==> src/rtl/pc_sequencer_pkg.sv <==
// ============================================================================
// Module      : pc_seq_pkg
// Description : Shared state encoding and defaults for the PC sequencer.
// Revision    : 1.0 - initial release
// ============================================================================
`default_nettype none

package pc_seq_pkg;

    typedef enum logic [0:0] {
        PCS_IDLE = 1'b0,
        PCS_FIX  = 1'b1
    } pcs_state_t;

    localparam int          c_LO_W_DEFAULT         = 8;
    localparam int          c_HI_W_DEFAULT         = 8;
    localparam logic [15:0] c_RESET_VECTOR_DEFAULT = 16'hFFFC;

endpackage

`default_nettype wire

==> src/rtl/pc_half.sv <==
// ============================================================================
// Module      : pc_half
// Description : One half of the program counter: load, add-with-carry, +/-1.
// Revision    : 1.0 - initial release
// ============================================================================
`default_nettype none

module pc_half #(
    parameter int           W       = 8,
    parameter logic [W-1:0] RST_VAL = '0
) (
    input  logic         clk,
    input  logic         rst,
    input  logic         ld,
    input  logic [W-1:0] ld_val,
    input  logic         add_en,
    input  logic [W-1:0] add_b,
    input  logic         add_cin,
    input  logic         step_en,
    input  logic         step_dn,
    output logic [W-1:0] q,
    output logic         cout
);

    logic [W-1:0] r_q;
    logic [W:0]   w_sum;
    logic [W-1:0] w_step;

    // Carry-out is always live so the other half can chain off it combinationally.
    assign w_sum  = {1'b0, r_q} + {1'b0, add_b} + {{W{1'b0}}, add_cin};
    assign w_step = step_dn ? (r_q - W'(1)) : (r_q + W'(1));

    always_ff @(posedge clk or posedge rst) begin
        if (rst) begin
            r_q <= RST_VAL;
        end else if (ld) begin
            r_q <= ld_val;
        end else if (add_en) begin
            r_q <= w_sum[W-1:0];
        end else if (step_en) begin
            r_q <= w_step;
        end
    end

    assign q    = r_q;
    assign cout = w_sum[W];

endmodule

`default_nettype wire

==> src/rtl/pc_sequencer.sv <==
// ============================================================================
// Module      : pc_sequencer
// Description : Split PCL/PCH program counter with relative-branch fix-up.
// Revision    : 1.0 - initial release
// ============================================================================
`default_nettype none

module pc_sequencer
    import pc_seq_pkg::*;
#(
    parameter int                     LO_W         = c_LO_W_DEFAULT,
    parameter int                     HI_W         = c_HI_W_DEFAULT,
    parameter logic [LO_W+HI_W-1:0]   RESET_VECTOR = (LO_W+HI_W)'(c_RESET_VECTOR_DEFAULT)
) (
    input  logic            PHI0,
    input  logic            RES,
    input  logic            ready,
    input  logic            inc,
    input  logic            ld_lo,
    input  logic            ld_hi,
    input  logic [LO_W-1:0] adl_in,
    input  logic [HI_W-1:0] adh_in,
    input  logic            br_start,
    input  logic [LO_W-1:0] br_off,
    output logic [LO_W-1:0] pc_lo,
    output logic [HI_W-1:0] pc_hi,
    output logic            busy,
    output logic            page_cross
);

    pcs_state_t r_state;
    pcs_state_t w_state_nxt;
    logic       r_dir;
    logic       w_dir_nxt;
    logic       r_page_cross;

    logic       w_idle_go;
    logic       w_fix_go;
    logic       w_br;
    logic       w_ld_lo;
    logic       w_ld_hi;
    logic       w_inc;
    logic       w_br_sign;
    logic       w_cross;
    logic       w_lo_cout;
    logic       w_hi_cout_unused;

    // Command decode: branch beats loads, loads beat increment.
    assign w_idle_go = ready && (r_state == PCS_IDLE);
    assign w_fix_go  = ready && (r_state == PCS_FIX);
    assign w_br      = w_idle_go && br_start;
    assign w_ld_lo   = w_idle_go && !br_start && ld_lo;
    assign w_ld_hi   = w_idle_go && !br_start && ld_hi;
    assign w_inc     = w_idle_go && !br_start && !ld_lo && !ld_hi && inc;

    assign w_br_sign = br_off[LO_W-1];
    assign w_cross   = w_lo_cout ^ w_br_sign;

    pc_half #(
        .W       (LO_W),
        .RST_VAL (RESET_VECTOR[LO_W-1:0])
    ) u_pcl (
        .clk     (PHI0),
        .rst     (RES),
        .ld      (w_ld_lo),
        .ld_val  (adl_in),
        .add_en  (w_br || w_inc),
        .add_b   (w_br ? br_off : '0),
        .add_cin (w_inc),
        .step_en (1'b0),
        .step_dn (1'b0),
        .q       (pc_lo),
        .cout    (w_lo_cout)
    );

    // PCH takes the PCL carry on increment and the +/-1 step on fix-up.
    pc_half #(
        .W       (HI_W),
        .RST_VAL (RESET_VECTOR[LO_W+HI_W-1:LO_W])
    ) u_pch (
        .clk     (PHI0),
        .rst     (RES),
        .ld      (w_ld_hi),
        .ld_val  (adh_in),
        .add_en  (w_inc),
        .add_b   ('0),
        .add_cin (w_lo_cout),
        .step_en (w_fix_go),
        .step_dn (r_dir),
        .q       (pc_hi),
        .cout    (w_hi_cout_unused)
    );

    always_comb begin
        w_state_nxt = r_state;
        w_dir_nxt   = r_dir;
        case (r_state)
            PCS_IDLE: begin
                if (w_br && w_cross) begin
                    w_state_nxt = PCS_FIX;
                    w_dir_nxt   = w_br_sign;
                end
            end
            PCS_FIX: begin
                if (ready) begin
                    w_state_nxt = PCS_IDLE;
                end
            end
            default: w_state_nxt = PCS_IDLE;
        endcase
    end

    always_ff @(posedge PHI0 or posedge RES) begin
        if (RES) begin
            r_state      <= PCS_IDLE;
            r_dir        <= 1'b0;
            r_page_cross <= 1'b0;
        end else begin
            r_state      <= w_state_nxt;
            r_dir        <= w_dir_nxt;
            r_page_cross <= w_fix_go;
        end
    end

    assign busy       = (r_state == PCS_FIX);
    assign page_cross = r_page_cross;

endmodule

`default_nettype wire

==> config.mk <==
export PLATFORM = sky130hd
export DESIGN_NAME = pc_sequencer
export DESIGN_NICKNAME = d
export VERILOG_FILES = /design/src/rtl/pc_sequencer_pkg.sv /design/src/rtl/pc_half.sv /design/src/rtl/pc_sequencer.sv
export SDC_FILE = /design/constraint.sdc
export NUM_CORES = 1
export LEC_CHECK = 0
export CAP_MARGIN = 0
export CORE_MARGIN = 3
export CORE_UTILIZATION = 40
export DETAILED_ROUTE_END_ITERATION = 12
export GPL_ROUTABILITY_DRIVEN = 0
export PLACE_DENSITY = 0.71
export SLEW_MARGIN = 20
export SYNTH_ARGS = -nofsm -noshare
export SYNTH_HDL_FRONTEND = slang
export SYNTH_SLANG_ARGS = --single-unit
==> constraint.sdc <==
create_clock -name PHI0 -period 7.7 [get_ports PHI0]
set_input_delay 2.31 -clock PHI0 [delete_from_list [all_inputs] [get_ports PHI0]]
set_output_delay 2.31 -clock PHI0 [all_outputs]
set_load 0.02 [all_outputs]
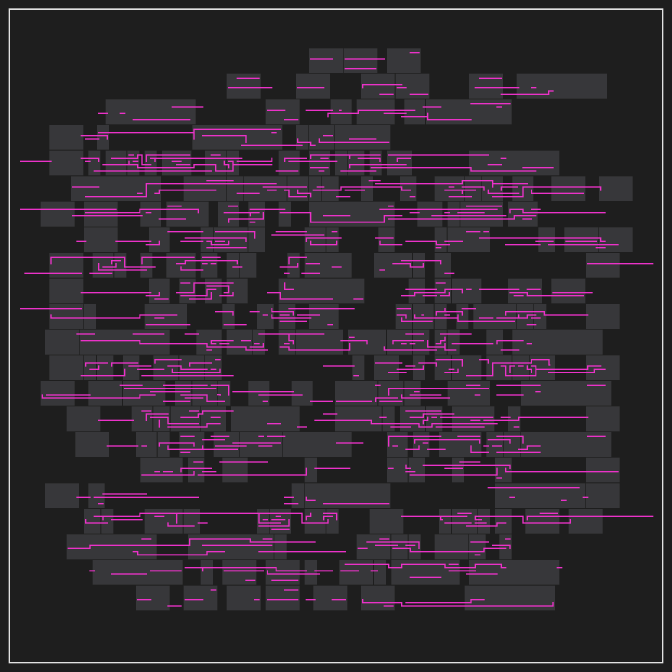
Fig. 1. The metal 1 layer (run 1).
- longest straight run: 17.2 um
- nets with wire on the layer: 254
- main direction: horizontal
- wire length on this layer: 1710 um
- share of all routed wire: 45%

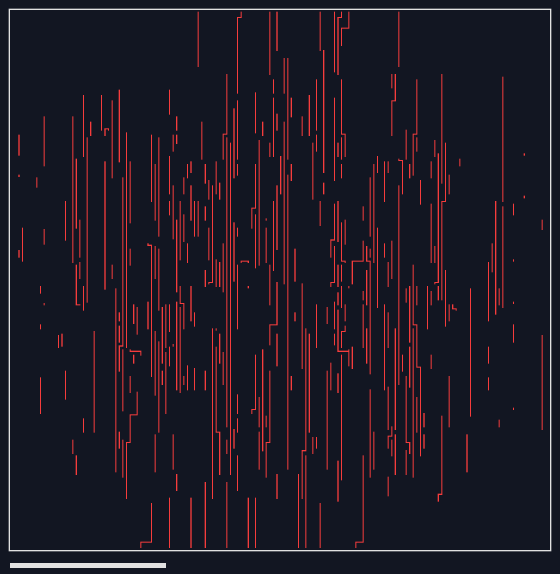
Fig. 2. The metal 2 layer (run 1).
The bar under the picture is 20 um long.
- share of all routed wire: 50%
- main direction: vertical
- wire length on this layer: 1870 um
- nets with wire on the layer: 234
- longest straight run: 42.5 um

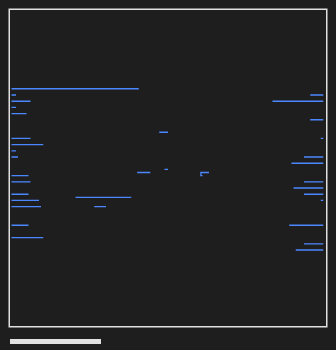
Fig. 3. M3 wires (run 1).
The bar under the picture is 20 um long.
- main direction: horizontal
- wire length on this layer: 160 um

==> impl_summary.log, run 1 <==
[report] implementation figures
[metrics] proportion of layout cells with a drive suffix above 1: 9.17%
[metrics] CP bufs+invs: 1
[metrics] overall global routing resource usage: 16.6%
[metrics] FA/HA/MAJ Cells, Area Fraction: roughly 15%
[metrics] chip area estimate from yosys synthesis: ~1600 sq um
[metrics] run status: finished, final reports clean
[metrics] type of origin of the critical path: input port
[metrics] power dissipated in sequential cells: 0.210 mW
[metrics] synthesized area: between 1500 and 2000 sq um
[metrics] largest cells by area after synthesis: dfstp_2, ha_1, dfrtp_1, o21ai_0, nand2_1
[metrics] highest-delay cell along the critical path: clkdlybuf4s50_1
[metrics] overall power of the completed layout: about 0.76 mW
[metrics] switching portion of total power: 42.4%
[metrics] Crit path max-delay family: simple AND/OR/NAND/NOR gates
[metrics] nets: around 290
[metrics] final routed wirelength across all metal layers: 3.77 mm
[metrics] fraction of the core area occupied by cells at floorplan: between 40 and 50%
[metrics] crit path setup slack, layout: roughly 1.6 ns
[metrics] highest-count cells in the layout ignoring fill and taps: clkdlybuf4s50_1, o21ai_0, nand2_1, nor2_1
[metrics] buffer levels on the longest clock path: 2
[metrics] summed negative setup slack over all endpoints: 0 ns
[metrics] drt wl/cell: 13.1 um
[metrics] fraction of met1 tracks used by global routing: between 20% and 30%
[metrics] slowest stage delay, CP: 0.48 ns
[metrics] clock slew at the register clock pins of the worst setup and hold paths: 0.07 ns
[metrics] floorplan row count: 22
[metrics] Yosys Warn Count: 0
[metrics] Avg Synthesized Cell Area: 8.35 sq um
[metrics] # setup viols final: 0
[metrics] Max Slew Vio Count: 0
[metrics] post-synthesis sequential area ratio: 30.8%
[metrics] detailed-route wire length on metal 1: 1.71 mm
[metrics] final cell utilization of the core: 57.7%
[metrics] worst path required time: about 7.9 ns
[metrics] area leader, netlist: dfstp_2
[metrics] top power group: combinational logic
-- run 1: layout make-up --
class	instances	area (sq um)	area share [%]
Sequential cell	19	493	22.7
Multi-Input combinational cell	161	1060	48.8
Tap cell	48	60.1	2.76
Timing Repair Buffer	49	488	22.4
Inverter	7	26.3	1.21
Clock buffer	4	45.0	2.07
-- run 1: final timing paths --
check,endpoint,slack (ns),cells after the start
worst max register to register,u_pch.q[7],3.70,16
worst min register to register,u_pch.q[3],0.49,2
min in group asynchronous,r_dir,2.48,2
worst min-delay path,u_pch.q[3],0.49,2
max in group asynchronous,u_pcl.q[1],4.75,2
worst max-delay path,u_pch.q[7],1.62,16
-- run 1: registers in the layout, summed over array words and instances, names as in the netlist --
signal	flops
page_cross	1
r_dir	1
u_pcl.q	8
u_pch.q	8
busy	1
Fig. 4: run 1, signal metal coverage by tile
The bar under the picture is 20 um long. 14 x 14 tiles, from dark purple (low) to yellow (high), scaled to the fullest tile. Values are wire area over tile area, all layers added.
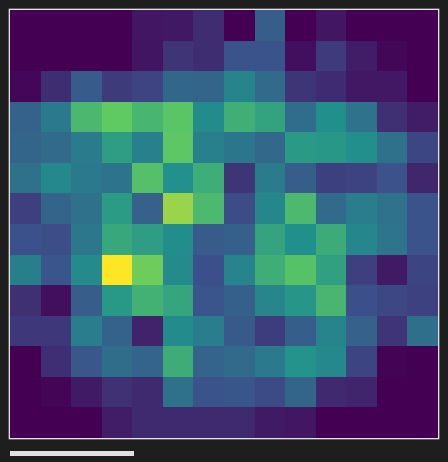

==> inputs of run 2 (changes only) <==
PLACE_DENSITY = 0.74   (was 0.71)
clock period = 5.07 ns   (was 7.7 ns; I/O delays follow)
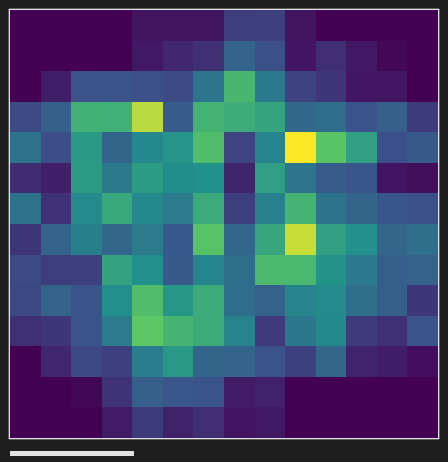
Fig. 5. Signal metal coverage by tile (run 2).
The bar under the picture is 20 um long. 14 x 14 tiles, from dark purple (low) to yellow (high), scaled to the fullest tile. Values are wire area over tile area, all layers added.
- emptiest ninth of the die: lower right
- fullest tile: 0.45
- mean over tiles: 0.13
- nearly empty tiles: 17%

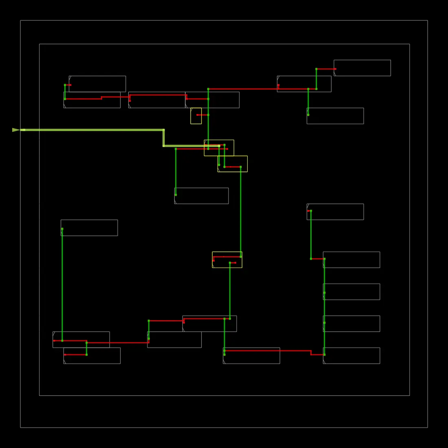
Fig. 6. Clock wiring as the flow saved it (run 2).
total CTS buffers: 3
number of clock sinks seen by CTS: 19
Clock Latency Late Sink: 0.26 ns

==> run 2 against run 1 <==
Sequential power increased by about 50%. Routed wire length is 0.40% higher. Combinational power increased by 61%. Setup slack worse by 1.4 ns. Sequential share of layout area down 0.96 points. Utilization up 2.6 points. Clock skew is 0.00066 ns higher. Count of clock-buffer cells in the layout down 1. Global-route usage down 0.33 points. First-iteration DRC count up 8.0%. Total power increased by 57%.
==> impl_summary.log, run 2 <==
[report] implementation figures
[metrics] Avg Synthesized Cell Area: 8.35 sq um
[metrics] worst vdd rail ir drop: around 0.25 mV
[metrics] top power group: combinational logic
[metrics] First DRT Iteration DRCs: approximately 54
[metrics] Final Hold Vio Count: 0
[metrics] Area-dominant class: logic gates
[metrics] Worst Hold Depth: 2
[metrics] proportion of cell area occupied by registers: 21.7%
[metrics] largest cells by area after synthesis: dfstp_2, ha_1, dfrtp_1, o21ai_0, nand2_1
[metrics] summed negative setup slack over all endpoints: 0 ns
[metrics] fraction of the core area occupied by cells at floorplan: a little over two fifths
[metrics] post-synthesis sequential area ratio: 30.8%
[metrics] chip area estimate from yosys synthesis: 1600 sq um
[metrics] Clk. pwr: 0.108 mW
[metrics] final routed wirelength across all metal layers: 3.79 mm
[metrics] power dissipated in sequential cells: ~0.32 mW
[metrics] core footprint: 3770 sq um
[metrics] Crit path max-delay family: simple AND/OR/NAND/NOR gates
[metrics] end point of the worst hold path: u_pch.q[0]
[metrics] area leader, netlist: dfstp_2
[metrics] overall global routing resource usage: between 15 and 20%
[metrics] portion of total power attributed to sequential cells: 26.5%
[metrics] Die Size: 4800 sq um
[metrics] final cell utilization of the core: 60.2%
[metrics] simple logic cell fraction of the synthesized area: 22.3%
[metrics] cell count listed in synth_stat.txt: between 150 and 200
[metrics] die width: 69.3 um
[metrics] vias per std cell: between 5 and 6
[metrics] largest fanout on the critical path: 4
[metrics] combinational group share of total power: 64.5%
[metrics] register area: 493 sq um
[metrics] inverters: 7
[metrics] Post-synth ARST share: 100%
[metrics] floorplan row count: 22
[metrics] multiplexer area fraction after synthesis: 2.65%
[metrics] clock slew at the register clock pins of the worst setup and hold paths: ~0.080 ns
[metrics] buffer levels on the longest clock path: 2
[metrics] number of cells traversed by the worst register-to-register path: 16
[metrics] count of clock buffers in the final design: 3
[metrics] overall power of the completed layout: 1.19 mW
[metrics] number of enable-type register cells in the synthesized netlist: 0
[metrics] xor/xnor share: approximately 3.8%
[metrics] share of total power in the clock network: 9.1%
[metrics] crit path setup slack, layout: about 0.23 ns
[metrics] registers: 19
[metrics] highest-count cells in the layout ignoring fill and taps: clkdlybuf4s50_1, nand2_1, o21ai_0, nor2_1
[metrics] FA/HA/MAJ Cells, Area Fraction: 14.7%
[metrics] R2R Path End: u_pch.q[7]
[metrics] primary flip-flop cell chosen by synthesis mapping: dfstp_2
[metrics] proportion of layout cells with a drive suffix above 1: about 15%
[metrics] drt wl/cell: 12.7 um
[metrics] nets: 300
[metrics] number of well taps: 48
[metrics] Comb gates: 161
[metrics] Tool Warnings: 26
[metrics] slowest stage delay, CP: 0.52 ns
[metrics] CP bufs+invs: 2
[metrics] run status: finished, final reports clean
[metrics] count of vias placed by the detailed router: 1562
[metrics] fillers: roughly 350
[metrics] switching portion of total power: 42.0%
[metrics] logic area: 1070 sq um
[metrics] fraction of the cycle the final worst path needs: 95.5%
[metrics] type of element capturing the critical path: register
[metrics] Worst path depth: 18
[metrics] type of origin of the critical path: input port
[metrics] Max Slew Vio Count: 0
[metrics] origin of the worst min-delay path: u_pch.q[0]
[metrics] # setup viols final: 0
[metrics] peak clock frequency supported by timing: 0.207 GHz
[metrics] total nets after synthesis: 240
[metrics] number of port buffers: between 40 and 50
[metrics] total of plain and repair buffers excluding clock buffers: 60
[metrics] share of synthesized cell area in and-or and or-and compound cells: 22.8%
[metrics] relative area of non-clock buffer cells in the final design: between 20% and 30%
[metrics] Critical Path Sink: u_pch.q[6]
[metrics] Register-to-Register Setup Slack: about 1.5 ns
[metrics] Final HPWL DP: between 3 and 4 mm
[metrics] worst path required time: 5.25 ns
[metrics] Post-Syn Instances: approximately 190
[metrics] ClkCell Share: 2.04%
[metrics] synthesized area: between 1500 and 2000 sq um
[metrics] Yosys Warn Count: 0
[metrics] non-filler cells in the finished layout: 299
[metrics] Placement Cell Area: 2200 sq um
[metrics] highest-delay cell along the critical path: clkdlybuf4s50_1
[metrics] fraction of area in multi-input gates: about 47%
[metrics] residual DRC count: 0
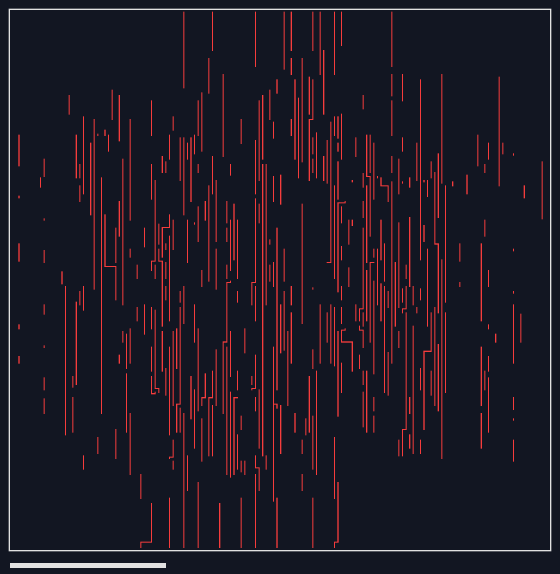
Fig. 7. The metal 2 layer (run 2).
The bar under the picture is 20 um long.
- main direction: vertical
- wire length on this layer: 1880 um
- nets with wire on the layer: 251
- longest straight run: 37.4 um

[run 2: cell counts after synthesis]
Identical to the previous run, type by type.
[run 2: routing by layer]
layer	routed length (um)	part of all wire, %	global-route usage (%)	up-vias
met5	0	0	0	-
met3	207	5.5	3.04	3
met4	39	1.0	3.25	0
met2	1880	50	30.5	46
met1	1660	44	19.2	708
li1	-	-	-	805
[run 2: logic make-up after synthesis]
group,after synthesis
simple gates,71
mux,4
fa+ha+maj,17
compound gates,62
buf+inv,12
flops,19
xor+xnor,7
[run 2: repair_timing]
item,in CTS,in global routing
gates resized,0,5
setup endpoints to repair,0,4
setup buffers,0,2
Power figures rest on the tool's default switching activity, not on a simulated workload.
